==> images/placement.png <==
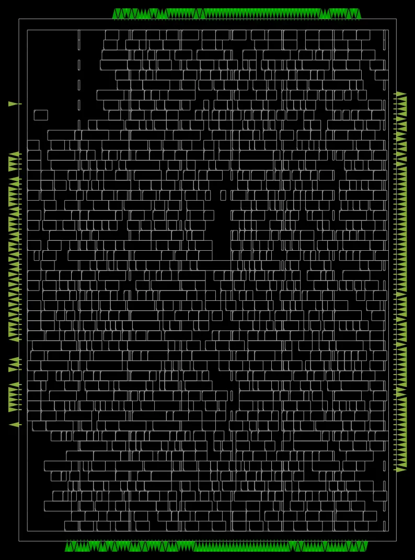
==> images/wires.png <==
(3 px per um) Two of the layers only.
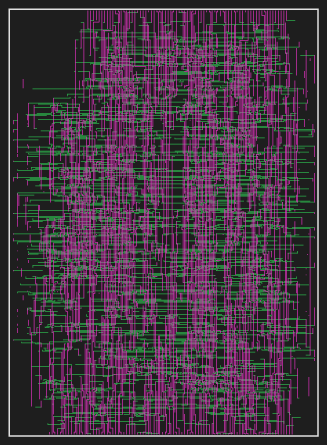
==> images/layer_met2.png <==
(3 px per um) Cells faint in the background.
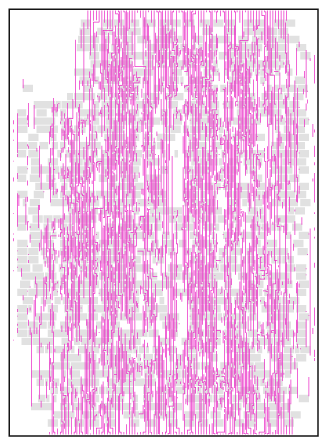
==> images/io_placement.png <==
(3 px per um) Pins as bars across the die edge, other pins in grey.
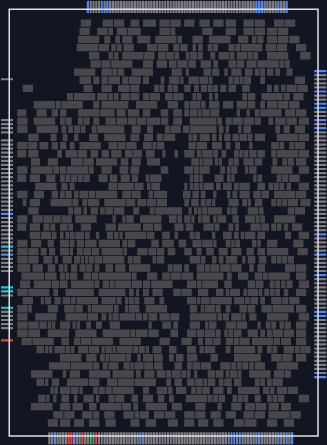
==> config.mk <==
export PLATFORM = sky130hd
export DESIGN_NAME = ex_operand_stage
export DESIGN_NICKNAME = d
export VERILOG_FILES = /design/src/rtl/ex_operand_stage.sv
export SDC_FILE = /design/constraint.sdc
export NUM_CORES = 1
export LEC_CHECK = 0
export CORE_ASPECT_RATIO = 1.4
export CORE_MARGIN = 2
export CORE_UTILIZATION = 41
export DETAILED_ROUTE_END_ITERATION = 12
export GPL_TIMING_DRIVEN = 0
export PLACE_DENSITY = 0.8
export SLEW_MARGIN = 25
export SYNTH_ARGS = -nofsm -noshare
export SYNTH_HDL_FRONTEND = slang
export SYNTH_SLANG_ARGS = --single-unit
export TNS_END_PERCENT = 10
==> constraint.sdc <==
create_clock -name clk -period 2.1 [get_ports clk]
set_input_delay 0.21 -clock clk [delete_from_list [all_inputs] [get_ports clk]]
set_output_delay 0.21 -clock clk [all_outputs]
set_load 0.01 [all_outputs]
==> metrics.yaml <==
outcome:
  violations: "negative setup slack"
  status: "finished with violations"
drt:
  drc: 0
  drt_iter0_markers: 689
  vias_per_cell: 6.14
  first_pass_iters: 5
worst_setup_path:
  critPathKind: "in2reg"
  path_max_fanout: 10
  cp-start-kind: "input port"
  reg2regPathDepth: 7
synthesis:
  yosys_area_um2: 5560
  synth_area_per_cell_um2: 7.40
  top_area_share_pct: 27.4
  ys_cells: 751
  synthCells: 751
  edf_count: 0
  yosysTopAreaCell: "dfxtp_1"
  synthTopCellsByArea: "dfxtp_1 27%, o21ai_0 9.3%, o211ai_1 9.1%, a21oi_1 7.8%, and2_1 6.5%"
  fp_nets: 960
  syn_area_um2: 5560
  numSynthFlops: 76
  ys_warn_count: 0
global_routing:
  grt_overflow: 0
  grt_max_degree: 20
  grtUsageMet1_pct: 44.2
  grt_pass1_wl_um: 40500
  first_global_vias: 7213
  grt_use_met3_pct: 7.54
  grt_antenna_before_repair: 1
power_and_ir_drop:
  p_leak_nw: 3.40
die:
  fp_util_pct: 41.7
cells_and_area:
  logic_area_um2: 3800
  register_area_um2: 1520
  fin_nets: 1269
clocking:
  clk_latency_ns: 0.35
  cts.sinks: 76
  numCtsBuffers: 9
  h-tree-depth: 3
sta:
  fmax_mhz: 476
  final_hold_viol_count: 0
  setup_slack_ns: -0.00305
  setup_viol_count_final: 1
  worst_slew_pin_slew_ns: 0.677
  max-slew-margin-rel_pct: 54.9
placed_design:
  place_congestion: 0.990
  dpl.hpwl_um: 21600
Notes on placement.png above:
Core Box Area: 13,300 um2
num tapcells: 182
sequential cell area share: 16.4%
Finished Layout Cells: 1,248

Notes on wires.png above:
magenta -> metal 2  # wire length 12,800 um
green -> metal 1  # wire length 10,300 um
final WL: 28,100 um
GRT Total Usage: 36.8%
routed len/inst: 22.5 um

Notes on layer_met2.png above:
share of all routed wire = 46%
wire length on this layer = 12,800 um
nets with wire on the layer = 1,094
main direction = vertical
longest straight run = 61.5 um
met2 usage: 59.4%
DR vias: 7,667

Notes on io_placement.png above:
blue -> alu_a  # pins 32, direction output, edge 12 east, 10 south, 8 north, 2 west
red -> rd  # pins 5, direction output, edge 4 south, 1 west
cyan -> alu_op  # pins 4, direction output, edge west
green -> rd_we  # pins 1, direction output, edge south
all pins by edge = 89 south, 76 east, 73 north, 48 west
Port Buffers: 284
DIE HEIGHT: 142 um
Die Width: 102 um

==> stage by stage <==
step | instance area [um2] | hold WS, ns | worst slack, ns | total power (W) | utilization, %
final | 9270 | 0.367 | -0.00305 | 0.00402 | 69.6
after global routing | 9270 | 0.439 | -0.0502 | 0.00412 | 69.6
after CTS | 9130 | 0.374 | 0.00653 | 0.00398 | 68.5
after detailed placement | 8630 | 0.458 | -0.811 | 0.00234 | 64.7
after global placement | 8630 | 0.450 | -0.790 | 0.00233 | 64.7
after floorplan | 5560 | 0.349 | 0.237 | 0.00176 | -
==> layer usage <==
| layer | wire [um] | vias up |
|---|---|---|
| met5 | 0 | - |
| met4 | 2120 | 0 |
| met3 | 2880 | 147 |
| met2 | 12800 | 561 |
| met1 | 10300 | 3510 |
| li1 | - | 3449 |
==> worst max-delay path: stages <==
cell and delay, ns:
dlygate4sd2_1 0.45, xnor2_1 0.15, nand3_2 0.12, buf_4 0.16, clkbuf_1 0.44, nor3_1 0.16
a211o_1 0.28, a221oi_2 0.24, nor2_1 0.10
==> cell type report <==
type | count | area share (%)
diodes | 1 | 0.0270
clock buffers | 10 | 2.58
inverters | 4 | 0.162
multi-input cells | 600 | 41.0
flip-flops and latches | 76 | 16.4
well taps | 182 | 2.46
clock inverters | 6 | 0.756
plain buffers | 68 | 4.28
repair buffers | 301 | 32.4
==> logic make-up (layout without fill, tap and decap cells) <==
logic type | Yosys count | count (layout) | share of synthesized area [%]
flip-flops | 76 | 76 | 27.4
buffers and inverters | 75 | 389 | 5.58
AND-OR/OR-AND | 369 | 369 | 43.7
AND/OR/NAND/NOR | 209 | 209 | 19.8
XOR/XNOR | 22 | 22 | 3.47
other | 0 | 1 | 0
==> what timing repair did <==
action | in CTS | in global routing
gates resized | 60 | 56
buffers inserted | 11 | 3
pin swaps | 11 | 10
gates cloned | 1 | 2
hold buffers | 0 | 0
endpoints found under the setup margin | 76 | 70
==> synthesized netlist by cell type (7+ instances only) <==
cell type,instances
o21ai_0,103
a21oi_1,87
dfxtp_1,76
nand2_1,68
o211ai_1,67
and2_1,58
clkbuf_1,53
a211o_1,22
nor2_1,20
a31oi_1,19
nor3_1,18
o21a_1,15
xnor2_1,12
buf_2,10
xor2_1,10
nand3_1,9
a21boi_0,8
nor2b_1,7
o221a_2,7
==> report_power, final <==
group	switching (W)	total [W]	internal (W)
clock network	0.000706	0.00167	0.000963
logic	0.000422	0.000903	0.000482
registers	0.00000227	0.00145	0.00145
==> placed cells by master (no fill, tap or decap), drive strengths merged, types with 15 or more instances in the layout <==
cell and count:
clkdlybuf4s50 264, o21ai 104, a21oi 87, dfxtp 76, nand2 68, o211ai 67, clkbuf 60, and2 58
buf 35, a211o 22, nor2 20, a31oi 20, nor3 19, o21a 15
Power and IR drop assume default switching activity.
